`src/rtl/axilite_pkg.sv`:
```
// ==========================================================================
// axilite_pkg: response codes and helpers for the AXI4-Lite register file.
// Revision: 1.0
// ==========================================================================
`default_nettype none

package axilite_pkg;

  localparam logic [1:0] RESP_OKAY   = 2'b00;
  localparam logic [1:0] RESP_SLVERR = 2'b10;

  function automatic int addr_lsb(input int data_width);
    return $clog2(data_width / 8);
  endfunction

  // Operates at the widest supported bus; callers zero-extend and truncate.
  function automatic logic [63:0] strb_merge(input logic [63:0] old_word,
                                             input logic [63:0] data,
                                             input logic [7:0]  strb);
    logic [63:0] res;
    res = old_word;
    for (int b = 0; b < 8; b++) begin
      if (strb[b]) res[b*8 +: 8] = data[b*8 +: 8];
    end
    return res;
  endfunction

endpackage

`default_nettype wire

```
`src/rtl/axilite_wr_collect.sv`:
```
// ==========================================================================
// axilite_wr_collect: AW/W holding buffers, ready generation, commit strobe.
// Revision: 1.0
// ==========================================================================
`default_nettype none

module axilite_wr_collect #(
  parameter int ADDR_W = 12,
  parameter int DATA_W = 32
) (
  input  logic                clk,
  input  logic                rst_n,
  input  logic [ADDR_W-1:0]   awaddr,
  input  logic                awvalid,
  output logic                awready,
  input  logic [DATA_W-1:0]   wdata,
  input  logic [DATA_W/8-1:0] wstrb,
  input  logic                wvalid,
  output logic                wready,
  input  logic                resp_free,
  output logic                commit,
  output logic [ADDR_W-1:0]   commit_addr,
  output logic [DATA_W-1:0]   commit_data,
  output logic [DATA_W/8-1:0] commit_strb
);

  logic                aw_full_q, aw_full_d;
  logic                w_full_q, w_full_d;
  logic                awready_q, awready_d;
  logic                wready_q, wready_d;
  logic [ADDR_W-1:0]   aw_addr_q, aw_addr_d;
  logic [DATA_W-1:0]   w_data_q, w_data_d;
  logic [DATA_W/8-1:0] w_strb_q, w_strb_d;

  assign commit = aw_full_q & w_full_q & resp_free;

  always_comb begin
    aw_full_d = aw_full_q;
    w_full_d  = w_full_q;
    aw_addr_d = aw_addr_q;
    w_data_d  = w_data_q;
    w_strb_d  = w_strb_q;
    if (commit) begin
      aw_full_d = 1'b0;
      w_full_d  = 1'b0;
    end else begin
      if (awvalid && awready_q) begin
        aw_full_d = 1'b1;
        aw_addr_d = awaddr;
      end
      if (wvalid && wready_q) begin
        w_full_d = 1'b1;
        w_data_d = wdata;
        w_strb_d = wstrb;
      end
    end
    // Ready is the registered image of "buffer will be empty".
    awready_d = ~aw_full_d;
    wready_d  = ~w_full_d;
  end

  always_ff @(posedge clk or negedge rst_n) begin
    if (!rst_n) begin
      aw_full_q <= 1'b0;
      w_full_q  <= 1'b0;
      awready_q <= 1'b0;
      wready_q  <= 1'b0;
      aw_addr_q <= '0;
      w_data_q  <= '0;
      w_strb_q  <= '0;
    end else begin
      aw_full_q <= aw_full_d;
      w_full_q  <= w_full_d;
      awready_q <= awready_d;
      wready_q  <= wready_d;
      aw_addr_q <= aw_addr_d;
      w_data_q  <= w_data_d;
      w_strb_q  <= w_strb_d;
    end
  end

  assign awready     = awready_q;
  assign wready      = wready_q;
  assign commit_addr = aw_addr_q;
  assign commit_data = w_data_q;
  assign commit_strb = w_strb_q;

endmodule

`default_nettype wire

```
`src/rtl/axilite_regfile.sv`:
```
// ==========================================================================
// axilite_regfile: AXI4-Lite slave with NUM_RW RW registers and RO status.
// Revision: 1.0
// ==========================================================================
`default_nettype none

module axilite_regfile
  import axilite_pkg::*;
#(
  parameter int C_S_AXI_DATA_WIDTH = 32,
  parameter int C_S_AXI_ADDR_WIDTH = 12,
  parameter int NUM_REGS           = 8,
  parameter int NUM_RW             = 4,
  parameter logic [C_S_AXI_DATA_WIDTH-1:0] RESET_VAL = '0
) (
  input  logic                              S_AXI_ACLK,
  input  logic                              S_AXI_ARESETN,
  input  logic [C_S_AXI_ADDR_WIDTH-1:0]     S_AXI_AWADDR,
  input  logic                              S_AXI_AWVALID,
  output logic                              S_AXI_AWREADY,
  input  logic [C_S_AXI_DATA_WIDTH-1:0]     S_AXI_WDATA,
  input  logic [C_S_AXI_DATA_WIDTH/8-1:0]   S_AXI_WSTRB,
  input  logic                              S_AXI_WVALID,
  output logic                              S_AXI_WREADY,
  output logic [1:0]                        S_AXI_BRESP,
  output logic                              S_AXI_BVALID,
  input  logic                              S_AXI_BREADY,
  input  logic [C_S_AXI_ADDR_WIDTH-1:0]     S_AXI_ARADDR,
  input  logic                              S_AXI_ARVALID,
  output logic                              S_AXI_ARREADY,
  output logic [C_S_AXI_DATA_WIDTH-1:0]     S_AXI_RDATA,
  output logic [1:0]                        S_AXI_RRESP,
  output logic                              S_AXI_RVALID,
  input  logic                              S_AXI_RREADY,
  // Kept one word wide when every register is RW, so the port never collapses.
  input  logic [((NUM_REGS > NUM_RW) ? (NUM_REGS - NUM_RW) : 1)*C_S_AXI_DATA_WIDTH-1:0] ro_in,
  output logic [NUM_RW*C_S_AXI_DATA_WIDTH-1:0] reg_out,
  output logic [NUM_RW-1:0]                 wr_pulse
);

  localparam int DW       = C_S_AXI_DATA_WIDTH;
  localparam int AW       = C_S_AXI_ADDR_WIDTH;
  localparam int ADDR_LSB = addr_lsb(DW);

  logic [NUM_RW*DW-1:0] regs_q, regs_d;
  logic                 bvalid_q, bvalid_d;
  logic [1:0]           bresp_q, bresp_d;
  logic [NUM_RW-1:0]    pulse_q, pulse_d;
  logic                 arready_q, arready_d;
  logic                 rvalid_q, rvalid_d;
  logic [DW-1:0]        rdata_q, rdata_d;
  logic [1:0]           rresp_q, rresp_d;

  logic                 wc_commit;
  logic [AW-1:0]        wc_addr;
  logic [DW-1:0]        wc_data;
  logic [DW/8-1:0]      wc_strb;
  logic [31:0]          idx_w, idx_r;
  logic [63:0]          merged;
  logic                 unused_addr_bits;

  axilite_wr_collect #(
    .ADDR_W(AW),
    .DATA_W(DW)
  ) u_wr_collect (
    .clk         (S_AXI_ACLK),
    .rst_n       (S_AXI_ARESETN),
    .awaddr      (S_AXI_AWADDR),
    .awvalid     (S_AXI_AWVALID),
    .awready     (S_AXI_AWREADY),
    .wdata       (S_AXI_WDATA),
    .wstrb       (S_AXI_WSTRB),
    .wvalid      (S_AXI_WVALID),
    .wready      (S_AXI_WREADY),
    .resp_free   (~bvalid_q | S_AXI_BREADY),
    .commit      (wc_commit),
    .commit_addr (wc_addr),
    .commit_data (wc_data),
    .commit_strb (wc_strb)
  );

  assign idx_w = 32'(wc_addr[AW-1:ADDR_LSB]);
  assign idx_r = 32'(S_AXI_ARADDR[AW-1:ADDR_LSB]);
  assign unused_addr_bits = ^{wc_addr[ADDR_LSB-1:0], S_AXI_ARADDR[ADDR_LSB-1:0]};

  always_comb begin
    regs_d   = regs_q;
    bvalid_d = bvalid_q;
    bresp_d  = bresp_q;
    pulse_d  = '0;
    merged   = '0;
    if (wc_commit) begin
      bvalid_d = 1'b1;
      bresp_d  = RESP_SLVERR;
      for (int i = 0; i < NUM_RW; i++) begin
        if (idx_w == 32'(i)) begin
          merged = strb_merge(64'(regs_q[i*DW +: DW]), 64'(wc_data), 8'(wc_strb));
          regs_d[i*DW +: DW] = merged[DW-1:0];
          bresp_d    = RESP_OKAY;
          pulse_d[i] = |wc_strb;
        end
      end
    end else if (S_AXI_BREADY) begin
      bvalid_d = 1'b0;
    end
  end

  // Reads see regs_q, so a same-edge write commit is not visible yet.
  always_comb begin
    arready_d = arready_q;
    rvalid_d  = rvalid_q;
    rdata_d   = rdata_q;
    rresp_d   = rresp_q;
    if (S_AXI_ARVALID && arready_q) begin
      arready_d = 1'b0;
      rvalid_d  = 1'b1;
      rdata_d   = '0;
      rresp_d   = RESP_SLVERR;
      for (int i = 0; i < NUM_RW; i++) begin
        if (idx_r == 32'(i)) begin
          rdata_d = regs_q[i*DW +: DW];
          rresp_d = RESP_OKAY;
        end
      end
      for (int i = 0; i < NUM_REGS - NUM_RW; i++) begin
        if (idx_r == 32'(NUM_RW + i)) begin
          rdata_d = ro_in[i*DW +: DW];
          rresp_d = RESP_OKAY;
        end
      end
    end else if (rvalid_q && S_AXI_RREADY) begin
      rvalid_d  = 1'b0;
      arready_d = 1'b1;
    end else if (!arready_q && !rvalid_q) begin
      arready_d = 1'b1;
    end
  end

  always_ff @(posedge S_AXI_ACLK or negedge S_AXI_ARESETN) begin
    if (!S_AXI_ARESETN) begin
      regs_q    <= {NUM_RW{RESET_VAL}};
      bvalid_q  <= 1'b0;
      bresp_q   <= RESP_OKAY;
      pulse_q   <= '0;
      arready_q <= 1'b0;
      rvalid_q  <= 1'b0;
      rdata_q   <= '0;
      rresp_q   <= RESP_OKAY;
    end else begin
      regs_q    <= regs_d;
      bvalid_q  <= bvalid_d;
      bresp_q   <= bresp_d;
      pulse_q   <= pulse_d;
      arready_q <= arready_d;
      rvalid_q  <= rvalid_d;
      rdata_q   <= rdata_d;
      rresp_q   <= rresp_d;
    end
  end

  assign S_AXI_BVALID  = bvalid_q;
  assign S_AXI_BRESP   = bresp_q;
  assign S_AXI_ARREADY = arready_q;
  assign S_AXI_RVALID  = rvalid_q;
  assign S_AXI_RDATA   = rdata_q;
  assign S_AXI_RRESP   = rresp_q;
  assign reg_out       = regs_q;
  assign wr_pulse      = pulse_q;

endmodule

`default_nettype wire

```
`config.mk`:
```
export PLATFORM = sky130hd
export DESIGN_NAME = axilite_regfile
export DESIGN_NICKNAME = d
export VERILOG_FILES = /design/src/rtl/axilite_pkg.sv /design/src/rtl/axilite_wr_collect.sv /design/src/rtl/axilite_regfile.sv
export SDC_FILE = /design/constraint.sdc
export NUM_CORES = 1
export LEC_CHECK = 0
export CAP_MARGIN = 20
export CORE_MARGIN = 5
export CORE_UTILIZATION = 43
export DETAILED_ROUTE_END_ITERATION = 10
export GPL_ROUTABILITY_DRIVEN = 0
export GPL_TIMING_DRIVEN = 1
export PLACE_DENSITY = 0.78
export SETUP_SLACK_MARGIN = 0.4
export SYNTH_ARGS = -nofsm -noshare
export SYNTH_HDL_FRONTEND = slang
export SYNTH_HIERARCHICAL = 1
export SYNTH_SLANG_ARGS = --single-unit
export TNS_END_PERCENT = 50
```
`constraint.sdc`:
```
create_clock -name S_AXI_ACLK -period 2.1 [get_ports S_AXI_ACLK]
set_input_delay 0.42 -clock S_AXI_ACLK [delete_from_list [all_inputs] [get_ports S_AXI_ACLK]]
set_output_delay 0.42 -clock S_AXI_ACLK [all_outputs]
set_load 0.1 [all_outputs]
```
final_congestion.png
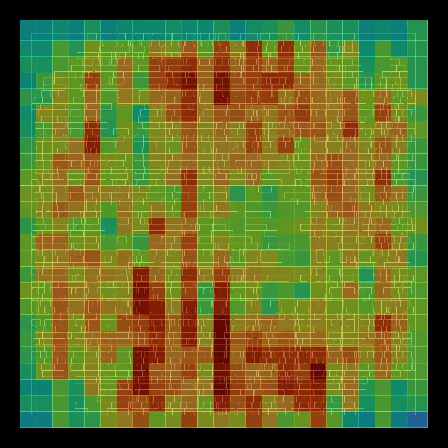
met3 track demand over resource: 6.52%
fraction of met2 tracks used by global routing: 43.1%
gr usage total: 27.7%
GRT met1 Usage: 37.7%
global route hottest layer: met2

met2.png
Cells faint in the background.
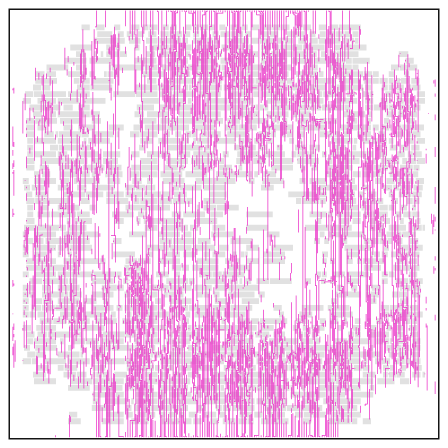
- share of all routed wire: 45%
- longest straight run: 89.4 microns
- main direction: vertical
- nets with wire on the layer: 1418
- wire length on this layer: 19800 microns

metal_stack.png
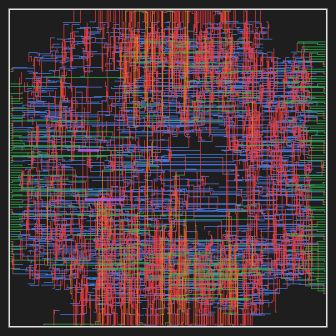
- met2: red (wire length 19800 microns)
- met5: purple (wire length 30.4 microns)
- met3: green (wire length 4070 microns)
- met1: blue (wire length 18300 microns)
- met4: orange (wire length 1870 microns)

==> impl_metrics.yaml <==
# yosys + openroad results
finish:
  fillers: 2032
  non_clock_buffer_area_share_pct: 25.1
  n_antenna_cell: 0
global_routing:
  grt_pass1_vias: 10700
  antenna_found_initial: 2
final_timing:
  setup_total_negative_slack_ns: 0
  hold_slack_ns: 0.437
  setup_violations: 0
synth:
  post_synth_inst_count: 1027
detailed_routing:
  detail_route.first_pass.iterations: 5
  detailroute.wirelength.met2_microns: 19800
  met1_length_microns: 18300
critical_path:
  crit_end: "reg_out[9]"
  worst_r2r_endpoint: "reg_out[9]"
  timing.reg2reg.setup_slack_ns: 0.15
floorplan:
  io_pins: 368
  tap_cells: 341
  coreArea_sq_um: 26800
  die_w_microns: 174
outcome:
  outcome: "completed"
power:
  max-vdd-ir-drop_mv: 0.537
  power_leader: "sequential cells"
placed_design:
  dp.final_hpwl_microns: 32200
clock_map.png
The bar under the picture is 50 microns long.
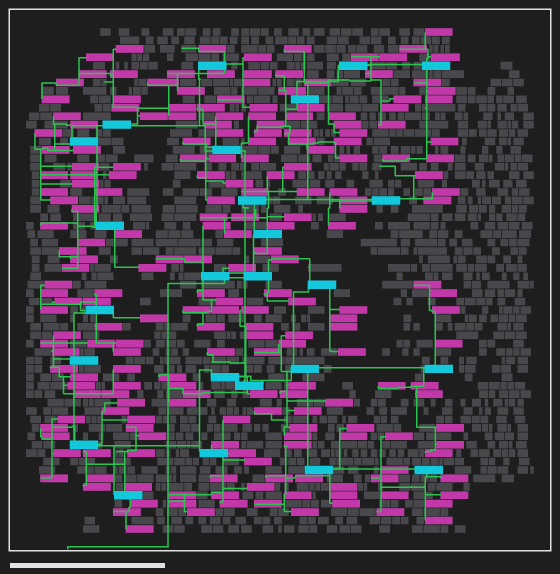
- clock wires: green (length 2750 microns)
- cells driving clock nets: cyan (count 25)
- flip-flops: magenta (count 219)
- flops lie: spread over the die
- routed clock nets: 26

met3.png
The bar under the picture is 50 microns long. Cells faint in the background.
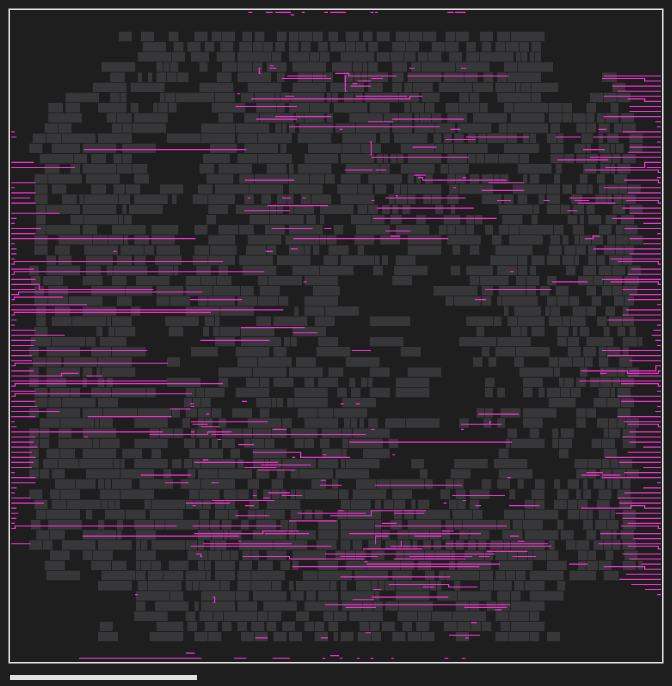
- share of all routed wire: 9.2%
- main direction: horizontal

Power figures rest on the tool's default switching activity, not on a simulated workload.
